m3.png
Cells faint in the background.
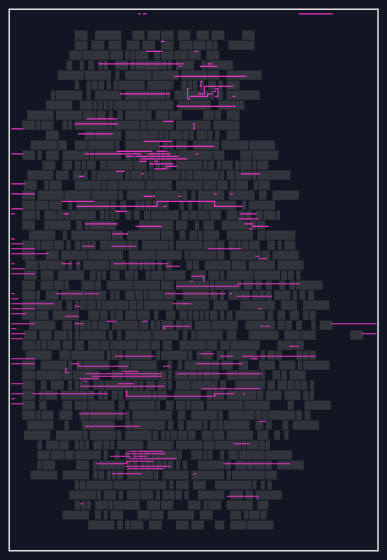
sizing.png
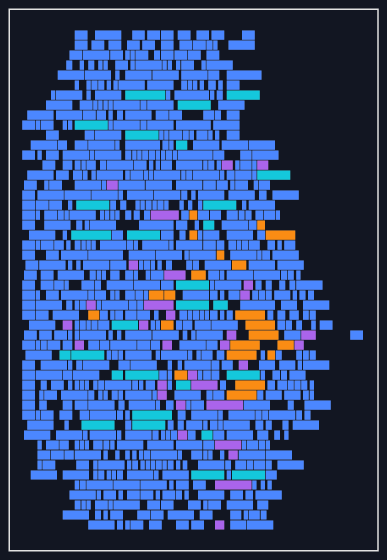
gates.png
Scale bar: 20 µm.
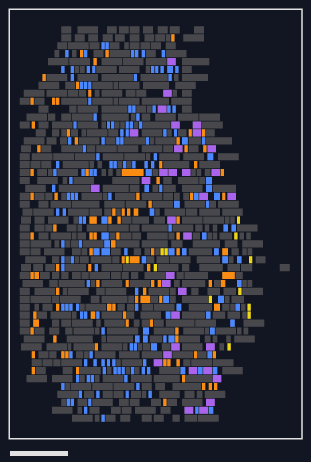
clock_wires.png
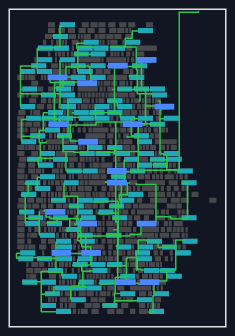
congestion_map.png
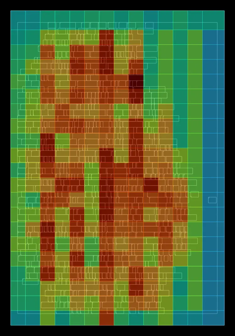
--- src/rtl/voice_alloc_pkg.sv ---
// voice_alloc_pkg: shared types and widths for the voice allocator
package voice_alloc_pkg;
    localparam int NOTE_W = 7;
    localparam int VEL_W = 7;
    typedef enum logic [1:0] {IDLE, SCAN, APPLY} state_t;
    typedef enum logic {NOTE_ON, NOTE_OFF} ev_kind_t;
    typedef struct packed {
        ev_kind_t kind;
        logic [NOTE_W-1:0] note;
        logic [VEL_W-1:0] vel;
    } event_t;
    function automatic event_t classify(input logic released, input logic [NOTE_W-1:0] note,
                                        input logic [VEL_W-1:0] vel);
        event_t e;
        e.kind = (released || vel == '0) ? NOTE_OFF : NOTE_ON;
        e.note = note;
        e.vel = vel;
        return e;
    endfunction
endpackage

--- src/rtl/voice_alloc_if.sv ---
// voice_alloc_if: note event inputs and per-voice outputs of the allocator
interface voice_alloc_if #(parameter int NUM_VOICES = 4);
    import voice_alloc_pkg::*;
    logic note_pressed;
    logic note_released;
    logic [NOTE_W-1:0] note_interface;
    logic [VEL_W-1:0] velocity;
    logic [NUM_VOICES-1:0] voice_gate;
    logic [NOTE_W*NUM_VOICES-1:0] voice_note;
    logic [VEL_W*NUM_VOICES-1:0] voice_velocity;
    logic [NUM_VOICES-1:0] voice_trig;
    logic busy;
    logic dropped;
    modport master (
        output note_pressed, note_released, note_interface, velocity,
        input voice_gate, voice_note, voice_velocity, voice_trig, busy, dropped
    );
    modport slave (
        input note_pressed, note_released, note_interface, velocity,
        output voice_gate, voice_note, voice_velocity, voice_trig, busy, dropped
    );
endinterface

--- src/rtl/voice_slot.sv ---
// voice_slot: one voice's gate, note, velocity and saturating age registers
module voice_slot
    import voice_alloc_pkg::*;
#(
    parameter int AGE_W = 8
) (
    input logic clk32,
    input logic rst,
    input logic load,
    input logic rel,
    input logic tick,
    input logic [NOTE_W-1:0] note_in,
    input logic [VEL_W-1:0] vel_in,
    output logic gate,
    output logic [NOTE_W-1:0] note,
    output logic [VEL_W-1:0] vel,
    output logic [AGE_W-1:0] age
);
    always_ff @(posedge clk32) begin
        if (rst) begin
            gate <= 1'b0;
            note <= '0;
            vel <= '0;
            age <= '0;
        end else begin
            if (load) begin
                gate <= 1'b1;
                note <= note_in;
                vel <= vel_in;
                age <= '0;
            end else if (tick && age != '1) begin
                age <= age + 1'b1;
            end
            if (rel) gate <= 1'b0;
        end
    end
endmodule

--- src/rtl/voice_alloc.sv ---
// voice_alloc: polyphonic voice allocator; define VOICE_ALLOC_STEAL_EN to steal the oldest voice when full
module voice_alloc
    import voice_alloc_pkg::*;
#(
    parameter int NUM_VOICES = 4,
    parameter int AGE_W = 8
) (
    input logic clk32,
    input logic rst,
    voice_alloc_if.slave bus
);
    localparam int IW = $clog2(NUM_VOICES);
    state_t state;
    event_t ev, pend, in_ev;
    logic pend_v, pulse, is_on, is_apply, assign_ok;
    logic [IW-1:0] idx, match_i, free_i, old_i, target;
    logic match_f, free_f;
    logic [AGE_W-1:0] old_age;
    logic [NUM_VOICES-1:0] gate_q, load, rel, tick;
    logic [NOTE_W-1:0] note_q [NUM_VOICES];
    logic [VEL_W-1:0] vel_q [NUM_VOICES];
    logic [AGE_W-1:0] age_q [NUM_VOICES];
    logic [NOTE_W*NUM_VOICES-1:0] note_pk;
    logic [VEL_W*NUM_VOICES-1:0] vel_pk;
    always_comb begin
        pulse = bus.note_pressed | bus.note_released;
        in_ev = classify(bus.note_released, bus.note_interface, bus.velocity);
        is_on = ev.kind == NOTE_ON;
        is_apply = state == APPLY;
        target = match_f ? match_i : free_f ? free_i : old_i;
`ifdef VOICE_ALLOC_STEAL_EN
        assign_ok = is_on;
`else
        assign_ok = is_on && (match_f || free_f);
`endif
    end
    for (genvar i = 0; i < NUM_VOICES; i++) begin : g_slot
        assign load[i] = is_apply && assign_ok && target == IW'(i);
        assign tick[i] = is_apply && assign_ok && target != IW'(i);
        assign rel[i] = is_apply && !is_on && match_f && match_i == IW'(i);
        assign note_pk[NOTE_W*i +: NOTE_W] = note_q[i];
        assign vel_pk[VEL_W*i +: VEL_W] = vel_q[i];
        voice_slot #(.AGE_W(AGE_W)) u_slot (
            .clk32(clk32),
            .rst(rst),
            .load(load[i]),
            .rel(rel[i]),
            .tick(tick[i]),
            .note_in(ev.note),
            .vel_in(ev.vel),
            .gate(gate_q[i]),
            .note(note_q[i]),
            .vel(vel_q[i]),
            .age(age_q[i])
        );
    end
    assign bus.voice_gate = gate_q;
    assign bus.voice_note = note_pk;
    assign bus.voice_velocity = vel_pk;
    always_ff @(posedge clk32) begin
        if (rst) begin
            state <= IDLE;
            ev <= '0;
            pend <= '0;
            pend_v <= 1'b0;
            idx <= '0;
            match_i <= '0;
            free_i <= '0;
            old_i <= '0;
            match_f <= 1'b0;
            free_f <= 1'b0;
            old_age <= '0;
            bus.voice_trig <= '0;
            bus.busy <= 1'b0;
            bus.dropped <= 1'b0;
        end else begin
            bus.voice_trig <= load;
            bus.dropped <= 1'b0;
            case (state)
                IDLE: begin
                    if (pend_v || pulse) begin
                        ev <= pend_v ? pend : in_ev;
                        state <= SCAN;
                        bus.busy <= 1'b1;
                        idx <= '0;
                        match_f <= 1'b0;
                        free_f <= 1'b0;
                    end
                    // a fresh pulse refills pending as the old entry leaves it
                    if (pend_v) begin
                        pend_v <= pulse;
                        pend <= in_ev;
                    end
                end
                SCAN: begin
                    if (gate_q[idx] && note_q[idx] == ev.note && !match_f) begin
                        match_f <= 1'b1;
                        match_i <= idx;
                    end
                    if (!gate_q[idx] && !free_f) begin
                        free_f <= 1'b1;
                        free_i <= idx;
                    end
                    if (idx == '0 || age_q[idx] > old_age) begin
                        old_i <= idx;
                        old_age <= age_q[idx];
                    end
                    idx <= idx + 1'b1;
                    if (idx == IW'(NUM_VOICES - 1)) state <= APPLY;
                end
                default: begin
                    state <= IDLE;
                    bus.busy <= 1'b0;
                    bus.dropped <= is_on && !assign_ok;
                end
            endcase
            if (state != IDLE && pulse) begin
                if (pend_v) begin
                    bus.dropped <= 1'b1;
                end else begin
                    pend <= in_ev;
                    pend_v <= 1'b1;
                end
            end
        end
    end
endmodule
--- src/flat_wrapper.sv ---
// flat-port wrapper written by rule: the top's interface ports become plain ports
module voice_alloc_flat import voice_alloc_pkg::*;
#(
    parameter int NUM_VOICES = 4,
    parameter int AGE_W = 8
)
  (clk32, rst, bus_note_pressed, bus_note_released, bus_note_interface, bus_velocity, bus_voice_gate, bus_voice_note, bus_voice_velocity, bus_voice_trig, bus_busy, bus_dropped);
  voice_alloc_if #(.NUM_VOICES(NUM_VOICES)) bus_i ();
  input logic clk32;
  input logic rst;
  input wire logic [$bits(bus_i.note_pressed)-1:0] bus_note_pressed;
  input wire logic [$bits(bus_i.note_released)-1:0] bus_note_released;
  input wire logic [$bits(bus_i.note_interface)-1:0] bus_note_interface;
  input wire logic [$bits(bus_i.velocity)-1:0] bus_velocity;
  output wire logic [$bits(bus_i.voice_gate)-1:0] bus_voice_gate;
  output wire logic [$bits(bus_i.voice_note)-1:0] bus_voice_note;
  output wire logic [$bits(bus_i.voice_velocity)-1:0] bus_voice_velocity;
  output wire logic [$bits(bus_i.voice_trig)-1:0] bus_voice_trig;
  output wire logic [$bits(bus_i.busy)-1:0] bus_busy;
  output wire logic [$bits(bus_i.dropped)-1:0] bus_dropped;
  assign bus_i.note_pressed = bus_note_pressed;
  assign bus_i.note_released = bus_note_released;
  assign bus_i.note_interface = bus_note_interface;
  assign bus_i.velocity = bus_velocity;
  assign bus_voice_gate = bus_i.voice_gate;
  assign bus_voice_note = bus_i.voice_note;
  assign bus_voice_velocity = bus_i.voice_velocity;
  assign bus_voice_trig = bus_i.voice_trig;
  assign bus_busy = bus_i.busy;
  assign bus_dropped = bus_i.dropped;
  voice_alloc #(.NUM_VOICES(NUM_VOICES), .AGE_W(AGE_W)) u_core (.clk32(clk32), .rst(rst), .bus(bus_i));
endmodule
--- config.mk ---
export PLATFORM = sky130hd
export DESIGN_NAME = voice_alloc_flat
export DESIGN_NICKNAME = d
export VERILOG_FILES = /design/src/rtl/voice_alloc_pkg.sv /design/src/rtl/voice_alloc_if.sv /design/src/rtl/voice_slot.sv /design/src/rtl/voice_alloc.sv /design/src/flat_wrapper.sv
export SDC_FILE = /design/constraint.sdc
export NUM_CORES = 1
export LEC_CHECK = 0
export ABC_CLOCK_PERIOD_IN_PS = 3000
export CAP_MARGIN = 10
export CORE_ASPECT_RATIO = 1.5
export CORE_MARGIN = 3
export CORE_UTILIZATION = 50
export DETAILED_ROUTE_END_ITERATION = 8
export PLACE_DENSITY = 0.87
export SLEW_MARGIN = 20
export SYNTH_ARGS = -nofsm -noshare
export SYNTH_HDL_FRONTEND = slang
export SYNTH_SLANG_ARGS = --single-unit
--- constraint.sdc ---
create_clock -name clk32 -period 3 [get_ports clk32]
set_clock_uncertainty 0.05 [all_clocks]
set_input_delay 0.6 -clock clk32 [delete_from_list [all_inputs] [get_ports clk32]]
set_output_delay 0.6 -clock clk32 [all_outputs]
set_load 0.02 [all_outputs]
==> results.toml <==
# generated from flow reports
[outcome]
status = "finished clean"

[setup_path]
worstSetupStartpointType = "flop"
worst_path_most_repeated_cell = "a21oi_1"
reg2reg_slack_ns = 0.28
crit_arrival_ns = 2.95
crit_end = "u_core.old_i[0]$_SDFFE_PP0P_"
crit_fanout = 10
critPathKind = "flop to flop"
max_stage_delay_ns = 0.57
startpoint = "u_core.idx[0]$_SDFFE_PP0P_"
r2r-end = "u_core.old_i[0]$_SDFFE_PP0P_"
r2r_cells = 8

[logic_synthesis]
ys_types = 55
synthXorXnorAreaFrac = 0.0437
ys_sh_simple = 0.192
ys.flops = 149
edf_count = 0
synth_top_flop_cell = "dfxtp_1"
yosys_warnings = 0
ys_cells = 728
yosys.area.top_type = "dfxtp_1"
synth_adder_area_share = 0.0265
top_area_frac = 0.451
fp_nets = 760
synthMostInstantiatedCell = "dfxtp_1"
aoi_share = 0.122
ys_seq_share = 0.451
ys_async_sr_fraction = 0

[sta]
setup_viol = 0
worstMarginPinSlew_ns = 0.731
fmaxAchievable_mhz = 368
rsz0062_at_grt = "no"
relSlewSlack = 0.511
finalHoldViolCount = 0
slew_violations = 0
fin_crit_ns = 2.72

[floorplanning]
nWellTaps = 156
core_util_floorplan = 0.521
rows = 50
io_pins = 84
core_um2 = 12700
die_height_um = 147

[layout]
clockBufferCount = 18
dominant_cells = "logic gates"
seq_area_um2 = 2980
top_register = "u_core.g_slot.u_slot.age"
comb_share = 0.410
reg_top3 = "u_core.g_slot.u_slot.age x32, u_core.g_slot.u_slot.note x28, u_core.g_slot.u_slot.vel x28"
fin_cells = 968
flops = 149
fillCellCount = 934
drive_gt1_frac = 0.0985
comb_area_um2 = 3350
largest_reg_flops = 32
num_antenna_cells = 0
final_common_cell = "dfxtp_1"

[clock_network]
clockBufferDepth = 2
cts_sinks = 149
clk_latency_ns = 0.43
cts_buffers = 17
tritoncts = "yes"
clock-root-buffer = "clkbuf_16"

[place]
dp_cells = 936
hpwl_mm = 11.7
place_area_um2 = 7550
portBuffers = 83

[power]
swShare = 0.246
power.switching_mw = 1.14
clock_power_mw = 2.24
top_power_group = "clock"
vdd_drop_max_v = 0.000451
power.internal_mw = 3.50
power_mw = 4.64
powerSeq_mw = 2.10
comb-power_mw = 0.311

[detailed_routing]
drcViolationCount = 0
drtIter0Drc = 359
antenna_left = 0
viasPerCell = 5.91

[global_route]
grt-ovfl-total = 0
antenna_found_initial = 0
grt_max_degree = 63

[hold_path]
min_from = "u_core.g_slot[1].u_slot.vel[1]$_SDFFE_PP0P_"
worstHoldEndpoint = "u_core.g_slot[1].u_slot.vel[1]$_SDFFE_PP0P_"
hp-class = "flop to flop"
min_delay_path_depth = 2

[run]
maxCapViolations = 0
warnings = 28
-- m3.png (at the start) --
share of all routed wire: 5.7%
wire length on this layer: 1010 µm
nets with wire on the layer: 95
longest straight run: 23.9 µm
GRT met3 Usage: 0.0475
DR vias: 5724
Routed WL: 17.6 mm

-- sizing.png (at the start) --
legend:
  orange:
    size: x2
    cells: 21
    share: 2.6%
    most_used: mux4_2
  cyan:
    size: x6 and larger
    cells: 28
    share: 3.4%
    most_used: clkbuf_16
  purple:
    size: x3 and x4
    cells: 31
    share: 3.8%
    most_used: buf_4
  blue:
    size: x1 and smaller
    cells: 732
    share: 90%
    most_used: dfxtp_1
design area: 8170 µm²
Signal buffers: 102
Final WS setup: 0.281 ns

-- gates.png (at the start) --
legend:
  purple:
    family: xor and xnor cells
    cells: 33
  blue:
    family: nand cells
    cells: 169
  orange:
    family: nor cells
    cells: 100
  yellow:
    family: inv cells
    cells: 12
    where: right middle

-- clock_wires.png (at the start) --
legend:
  green:
    item: clock wires
    length: 1730 µm
  cyan:
    item: flip-flops
    count: 149
  blue:
    item: clock-net drivers
    count: 17
routed clock nets: 18

-- congestion_map.png (at the start) --
final core occ: 0.644
GRT Overall Usage: 0.244
GR Layer Usage met1: 0.261

[critical path: cells and delay by family (launching register included)]
| kind | cells | cell delay (ns) |
|---|---|---|
| compound gates | 3 | 0.38 |
| fa+ha+maj | 1 | 0.33 |
| simple gates | 3 | 0.76 |
| flops | 1 | 0.47 |
| mux | 1 | 0.57 |
[layer usage]
layer	global-route usage	wire length [µm]	vias to the layer above	share of wire
met5	0	0	-	0
met4	0.146	940	0	0.053
met3	0.0475	1010	70	0.057
met2	0.435	9260	242	0.53
met1	0.261	6360	2761	0.36
li1	-	-	2651	-
[stage by stage]
stage                     setup slack (ns)  utilization
after CTS                            0.160        0.643
final                                0.281        0.644
after global routing                 0.108        0.644
after detailed placement             0.174        0.595
after floorplan                     0.0531            -
after global placement               0.244        0.595
